**The metal 4 layer**

Scale: 2 px per µm.
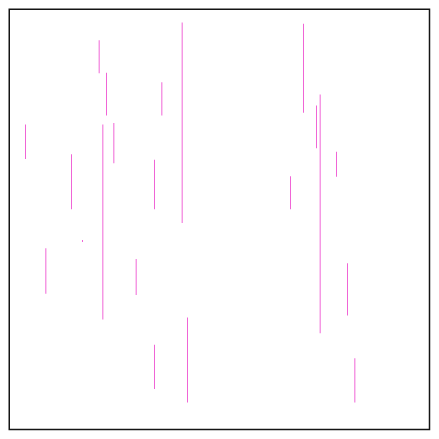
**Gate families picked out**

Scale: 2 px per µm.
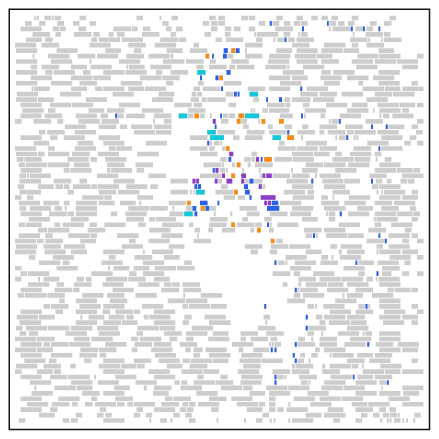
**Routed metal, one colour a layer**

Scale: 1.5 px per µm. Two of the layers only.
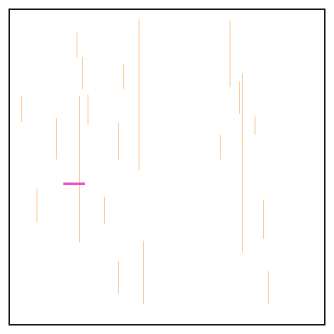
$ cat config.mk
export PLATFORM = sky130hd
export DESIGN_NAME = mul_bus_sequencer
export DESIGN_NICKNAME = d
export VERILOG_FILES = /design/src/rtl/mul_bus_sequencer.sv
export SDC_FILE = /design/constraint.sdc
export NUM_CORES = 1
export LEC_CHECK = 0
export ABC_AREA = 0
export CAP_MARGIN = 15
export CELL_PAD_IN_SITES_DETAIL_PLACEMENT = 0
export CELL_PAD_IN_SITES_GLOBAL_PLACEMENT = 1
export CORE_MARGIN = 2
export CORE_UTILIZATION = 44
export DETAILED_ROUTE_END_ITERATION = 10
export PLACE_DENSITY_LB_ADDON = 0.1
export SYNTH_ARGS = -nofsm -noshare
export SYNTH_HDL_FRONTEND = slang
export SYNTH_SLANG_ARGS = --single-unit
$ cat constraint.sdc
create_clock -name clk -period 4.4 [get_ports clk]
set_input_delay 0.88 -clock clk [delete_from_list [all_inputs] [get_ports clk]]
set_output_delay 0.88 -clock clk [all_outputs]
set_load 0.005 [all_outputs]
$ cat src/rtl/mul_bus_sequencer.sv
// Bus-master front end for the GPIO multiplier: buffers 24x24 operand pairs, drives the
// peripheral register map per pair and streams results out. `MULSEQ_ONES_CHECK_EN adds a popcount self-check.
module mul_bus_sequencer #(
  parameter int unsigned IN_DEPTH   = 4,
  parameter int unsigned OUT_DEPTH  = 4,
  parameter int unsigned STB_CYCLES = 2,
  parameter int unsigned POLL_LIMIT = 16
) (
  input  logic        clk,
  input  logic        n_reset,
  input  logic        op_valid,
  output logic        op_ready,
  input  logic [23:0] op_a,
  input  logic [23:0] op_b,
  output logic        res_valid,
  input  logic        res_ready,
  output logic [31:0] res_w,
  output logic [5:0]  res_ones,
  output logic        res_ovf,
  output logic        res_tmo,
  output logic        res_chk_err,
  output logic [15:0] m_saddress,
  output logic        m_swr,
  output logic        m_srd,
  output logic [31:0] m_sdata_out,
  input  logic [31:0] m_sdata_in,
  output logic        busy,
  output logic [7:0]  err_count
);
  localparam int unsigned IAW = $clog2(IN_DEPTH);
  localparam int unsigned OAW = $clog2(OUT_DEPTH);
  localparam int unsigned PHW = $clog2(STB_CYCLES + 1);
  localparam int unsigned PCW = $clog2(POLL_LIMIT + 1);
  localparam logic [IAW:0]   IN_FULL  = (IAW + 1)'(IN_DEPTH);
  localparam logic [OAW:0]   OUT_FULL = (OAW + 1)'(OUT_DEPTH);
  localparam logic [PHW-1:0] PH_LAST  = PHW'(STB_CYCLES - 1);
  localparam logic [PHW-1:0] PH_GAP   = PHW'(STB_CYCLES);
  localparam logic [PCW-1:0] POLL_MAX = PCW'(POLL_LIMIT);

  localparam logic [15:0] ADDR_A1  = 16'h0380;
  localparam logic [15:0] ADDR_A2  = 16'h0388;
  localparam logic [15:0] ADDR_CTL = 16'h03A0;
  localparam logic [15:0] ADDR_W   = 16'h0390;
  localparam logic [15:0] ADDR_L   = 16'h0398;

  typedef enum logic [2:0] {IDLE, WR_A1, WR_A2, WR_GO, POLL, RD_W, RD_L, PUSH} state_e;

  state_e         state_q, state_d;
  logic [PHW-1:0] phase_q, phase_d;
  logic [PCW-1:0] poll_q, poll_d;
  logic [23:0]    a_q, a_d, b_q, b_d;
  logic [31:0]    w_q, w_d;
  logic [5:0]     ones_q, ones_d;
  logic           ovf_q, ovf_d, tmo_q, tmo_d;
  logic [1:0]     stat_q, stat_d;
  logic [7:0]     err_q, err_d;
  logic           chk_err;

  // Operand FIFO
  logic [47:0]    in_mem_q [IN_DEPTH];
  logic [IAW-1:0] in_wptr_q, in_wptr_d, in_rptr_q, in_rptr_d;
  logic [IAW:0]   in_cnt_q, in_cnt_d;
  logic           op_ready_q, op_ready_d;
  logic           in_push, in_pop;
  logic [47:0]    in_head;

  // Result FIFO entry: {w, ones, ovf, tmo, chk_err}
  logic [40:0]    out_mem_q [OUT_DEPTH];
  logic [OAW-1:0] out_wptr_q, out_wptr_d, out_rptr_q, out_rptr_d;
  logic [OAW:0]   out_cnt_q, out_cnt_d;
  logic           out_push, out_pop, out_full;

  assign in_push   = op_valid && op_ready_q;
  assign in_head   = in_mem_q[in_rptr_q];
  assign out_full  = (out_cnt_q == OUT_FULL);
  assign res_valid = (out_cnt_q != '0);
  assign out_pop   = res_valid && res_ready;
  assign op_ready  = op_ready_q;
  assign busy      = (state_q != IDLE);
  assign err_count = err_q;
  assign {res_w, res_ones, res_ovf, res_tmo, res_chk_err} = out_mem_q[out_rptr_q];

  always_comb begin
    in_wptr_d  = in_wptr_q + IAW'(in_push);
    in_rptr_d  = in_rptr_q + IAW'(in_pop);
    in_cnt_d   = in_cnt_q + (IAW + 1)'(in_push) - (IAW + 1)'(in_pop);
    op_ready_d = (in_cnt_d != IN_FULL);
    out_wptr_d = out_wptr_q + OAW'(out_push);
    out_rptr_d = out_rptr_q + OAW'(out_pop);
    out_cnt_d  = out_cnt_q + (OAW + 1)'(out_push) - (OAW + 1)'(out_pop);
  end

  always_ff @(posedge clk) begin
    if (in_push)  in_mem_q[in_wptr_q]   <= {op_a, op_b};
    if (out_push) out_mem_q[out_wptr_q] <= {w_q, ones_q, ovf_q, tmo_q, chk_err};
  end

`ifdef MULSEQ_ONES_CHECK_EN
  logic [5:0] w_pop;
  always_comb begin
    w_pop = '0;
    for (int unsigned i = 0; i < 32; i++) w_pop = w_pop + 6'(w_q[i]);
  end
  assign chk_err = !tmo_q && (w_pop != ones_q);
`else
  assign chk_err = 1'b0;
`endif

  // Each bus state owns one strobe window (phases 0..STB_CYCLES-1) followed by one gap phase.
  always_comb begin
    state_d = state_q;
    phase_d = phase_q;
    poll_d  = poll_q;
    a_d     = a_q;
    b_d     = b_q;
    w_d     = w_q;
    ones_d  = ones_q;
    ovf_d   = ovf_q;
    tmo_d   = tmo_q;
    stat_d  = stat_q;
    err_d   = err_q;
    in_pop  = 1'b0;
    out_push = 1'b0;

    if (state_q inside {WR_A1, WR_A2, WR_GO, POLL, RD_W, RD_L})
      phase_d = (phase_q == PH_GAP) ? '0 : phase_q + PHW'(1);

    case (state_q)
      IDLE: begin
        if (in_cnt_q != '0) begin
          in_pop  = 1'b1;
          {a_d, b_d} = in_head;
          w_d     = '0;
          ones_d  = '0;
          ovf_d   = 1'b0;
          tmo_d   = 1'b0;
          poll_d  = '0;
          phase_d = '0;
          state_d = WR_A1;
        end
      end
      WR_A1: if (phase_q == PH_GAP) state_d = WR_A2;
      WR_A2: if (phase_q == PH_GAP) state_d = WR_GO;
      WR_GO: if (phase_q == PH_GAP) state_d = POLL;
      POLL: begin
        if (phase_q == PH_LAST) begin
          stat_d = m_sdata_in[1:0];
          poll_d = poll_q + PCW'(1);
        end
        if (phase_q == PH_GAP) begin
          if (stat_q[1]) begin
            ovf_d   = ~stat_q[0];
            state_d = RD_W;
          end else if (poll_q == POLL_MAX) begin
            tmo_d   = 1'b1;
            w_d     = '0;
            ones_d  = '0;
            state_d = PUSH;
          end
        end
      end
      RD_W: begin
        if (phase_q == PH_LAST) w_d = m_sdata_in;
        if (phase_q == PH_GAP) state_d = RD_L;
      end
      RD_L: begin
        if (phase_q == PH_LAST) ones_d = m_sdata_in[5:0];
        if (phase_q == PH_GAP) state_d = PUSH;
      end
      PUSH: begin
        if (!out_full) begin
          out_push = 1'b1;
          if ((tmo_q || chk_err) && err_q != 8'hFF) err_d = err_q + 8'd1;
          state_d = IDLE;
        end
      end
      default: state_d = IDLE;
    endcase
  end

  always_comb begin
    m_saddress  = '0;
    m_sdata_out = '0;
    case (state_q)
      WR_A1: begin
        m_saddress  = ADDR_A1;
        m_sdata_out = {8'h00, a_q};
      end
      WR_A2: begin
        m_saddress  = ADDR_A2;
        m_sdata_out = {8'h00, b_q};
      end
      WR_GO, POLL: m_saddress = ADDR_CTL;
      RD_W:        m_saddress = ADDR_W;
      RD_L:        m_saddress = ADDR_L;
      default:     m_saddress = '0;
    endcase
    m_swr = (phase_q <= PH_LAST) && (state_q inside {WR_A1, WR_A2, WR_GO});
    m_srd = (phase_q <= PH_LAST) && (state_q inside {POLL, RD_W, RD_L});
  end

  always_ff @(posedge clk or negedge n_reset) begin
    if (!n_reset) begin
      state_q    <= IDLE;
      phase_q    <= '0;
      poll_q     <= '0;
      a_q        <= '0;
      b_q        <= '0;
      w_q        <= '0;
      ones_q     <= '0;
      ovf_q      <= 1'b0;
      tmo_q      <= 1'b0;
      stat_q     <= '0;
      err_q      <= '0;
      in_wptr_q  <= '0;
      in_rptr_q  <= '0;
      in_cnt_q   <= '0;
      op_ready_q <= 1'b1;
      out_wptr_q <= '0;
      out_rptr_q <= '0;
      out_cnt_q  <= '0;
    end else begin
      state_q    <= state_d;
      phase_q    <= phase_d;
      poll_q     <= poll_d;
      a_q        <= a_d;
      b_q        <= b_d;
      w_q        <= w_d;
      ones_q     <= ones_d;
      ovf_q      <= ovf_d;
      tmo_q      <= tmo_d;
      stat_q     <= stat_d;
      err_q      <= err_d;
      in_wptr_q  <= in_wptr_d;
      in_rptr_q  <= in_rptr_d;
      in_cnt_q   <= in_cnt_d;
      op_ready_q <= op_ready_d;
      out_wptr_q <= out_wptr_d;
      out_rptr_q <= out_rptr_d;
      out_cnt_q  <= out_cnt_d;
    end
  end
endmodule

==> run notes <==
### Outcome
- **run status** finished, final reports clean

### Power and ir drop
- **reported clock group power** 4.00 mW
- **sequential power share** 46.5%
- **Clock Power Share** 26.3%
- **logic gate share of total power** 27.2%
- **switching pwr** 4.32 mW
- **total power draw** 15.2 mW
- **pwr/cell area** 680 nW/µm²

### Final timing
- **setup violation total in the final timing report** 0
- **crit share post-route** 86.6%
- **max-slew violation count** 0
- **hold slack final** 0.343 ns
- **final worst slack** 0.590 ns
- **slew at the pin closest to its max-slew limit** 0.910 ns

### Critical path
- **CP arrival** 2.93 ns
- **Stages on worst setup path** 5
- **Critical Path Sink** m_sdata_out[21]
- **Required @ worst endpoint** 3.52 ns
- **origin of the worst setup path** state_q[1]
- **max incr delay on CP** 0.76 ns
- **capturing element type of the critical path** output pin
- **slack of the worst reg-to-reg path** 1.49 ns
- **kind of cell adding the most delay to the critical path** buffers and inverters
- **kind of critical path** reg2out
- **Max FO, Critical Path** 24
- **CP Launch Type** register
- **depth of the worst register-to-register path** 5
- **Critical R2R Capture** out_mem_q[1][20]
- **sequence of cells on the critical path** nor2b_1, and2_1, buf_4, a22o_1, clkdlybuf4s50_1
- **cell with the largest stage delay on the worst path** sky130_fd_sc_hd__dfrtp_1

### Clock network
- **maximum number of buffers from clock root to sink** 3
- **clock tree from TritonCTS** yes
- **clock input transition at the sequential cells of the worst setup and hold paths** 0.06 ns
- **number of levels in the clock H-tree** 2
- **latest clock arrival within the worst-skew pair** 0.58 ns
- **number of clock sinks** 475

### Cells and area
- **total number of multi-input combinational cells** 393
- **multi-input gate area in the final layout** 4410 µm²
- **count of inserted antenna diode cells** 0
- **count of non-CTS inverters in the layout** 46
- **register ranked first by flip-flop count** in_mem_q
- **fraction of standard cell area that is sequential** 61.2%
- **final standard cell utilization of the core** 53.4%
- **highest-count cells in the layout ignoring fill and taps** 352 x sky130_fd_sc_hd__edfxtp_1, 165 x sky130_fd_sc_hd__clkdlybuf4s50_1, 118 x sky130_fd_sc_hd__dfrtp_1
- **Fillers** 3380
- **number of nets in the layout** 1245
- **Final Cell Area** 22300 µm²
- **registers with the most flip-flops** in_mem_q x192, out_mem_q x160, w_q x32

### Synth
- **total cell area reported by yosys after synthesis** 18600 µm²
- **xor/xnor share of the synthesized area** 1.04%
- **Post-synth mux share** 15.9%
- **Mapped Cells** 962
- **and+or+nand+nor area frac** 3.54%
- **Adder Share, Synth** 0.688%
- **Yosys Warn Count** 0
- **Largest cells by area** sky130_fd_sc_hd__edfxtp_1 57%, sky130_fd_sc_hd__dfrtp_1 16%, sky130_fd_sc_hd__mux4_2 11%
- **number of synthesized flops with an enable pin** 352
- **complex-gate fraction of the synthesized area** 1.85%
- **asr flop ratio synth** 25.9%
- **per-instance average area after synthesis** 19.3 µm²
- **library cell occupying the most area in the post-synthesis netlist** sky130_fd_sc_hd__edfxtp_1

### Global route
- **met2 track demand over resource in global routing** 29.5%
- **met3 track utilization from global routing** 3.73%
- **global routing's busiest layer** met2
- **aggregate global routing overflow** 0
- **global-route wire length before repair** 56.8 mm

### Detailed routing
- **Via density** 5.20
- **top routing layer used** met5
- **met2 WL** 18.8 mm
- **count of routing violations after the opening detailed-route iteration** 443
- **met3 routed WL** 1.73 mm

### Run
- **OpenROAD warning count** 28
- **number of max-capacitance violations reported** 0

### Floorplanning
- **Starting Density** 44.4%
- **number of rows created at floorplan** 75
- **number of well taps** 539
- **die x size** 209 µm
- **CORE AREA** 41800 µm²
- **y dimension of the die** 209 µm

### Placed design
- **detailed-placement wirelength estimate** 21.4 mm
- **number of cells after detailed placement** 1638
- **final weighted congestion in routability-driven placement** 0.726

### Hold path
- **classification of the worst-slack hold path** in2async

## Picture notes: 'the metal 4 layer'
The wires run mostly vertical. The layer holds 1.9% of the routed length. 9 nets have wire on it. The layer carries 705 µm of wire.
Final Routed Wirelength: 36.8 mm
total via count after detailed routing: 9000

## Picture notes: 'gate families picked out'
Purple stands for inverting AOI/OAI gates, cells 17, where middle. Cyan stands for adder and majority cells, cells 9. Blue stands for NAND gates, cells 72. Orange stands for AND and OR gates, cells 19.
logic gate fraction of the total cell area: 19.8%
Post-Layout Cell Count: 1732
most frequently placed logic cell in the final layout: sky130_fd_sc_hd__edfxtp_1

## Picture notes: 'routed metal, one colour a layer'
Magenta stands for met5, wire length 12.9 µm. Orange stands for met4, wire length 705 µm.
routed len/inst: 21.3 µm
overall track demand over capacity in global routing: 17.3%

No activity file was given, so power comes from the tool's default toggle rates.
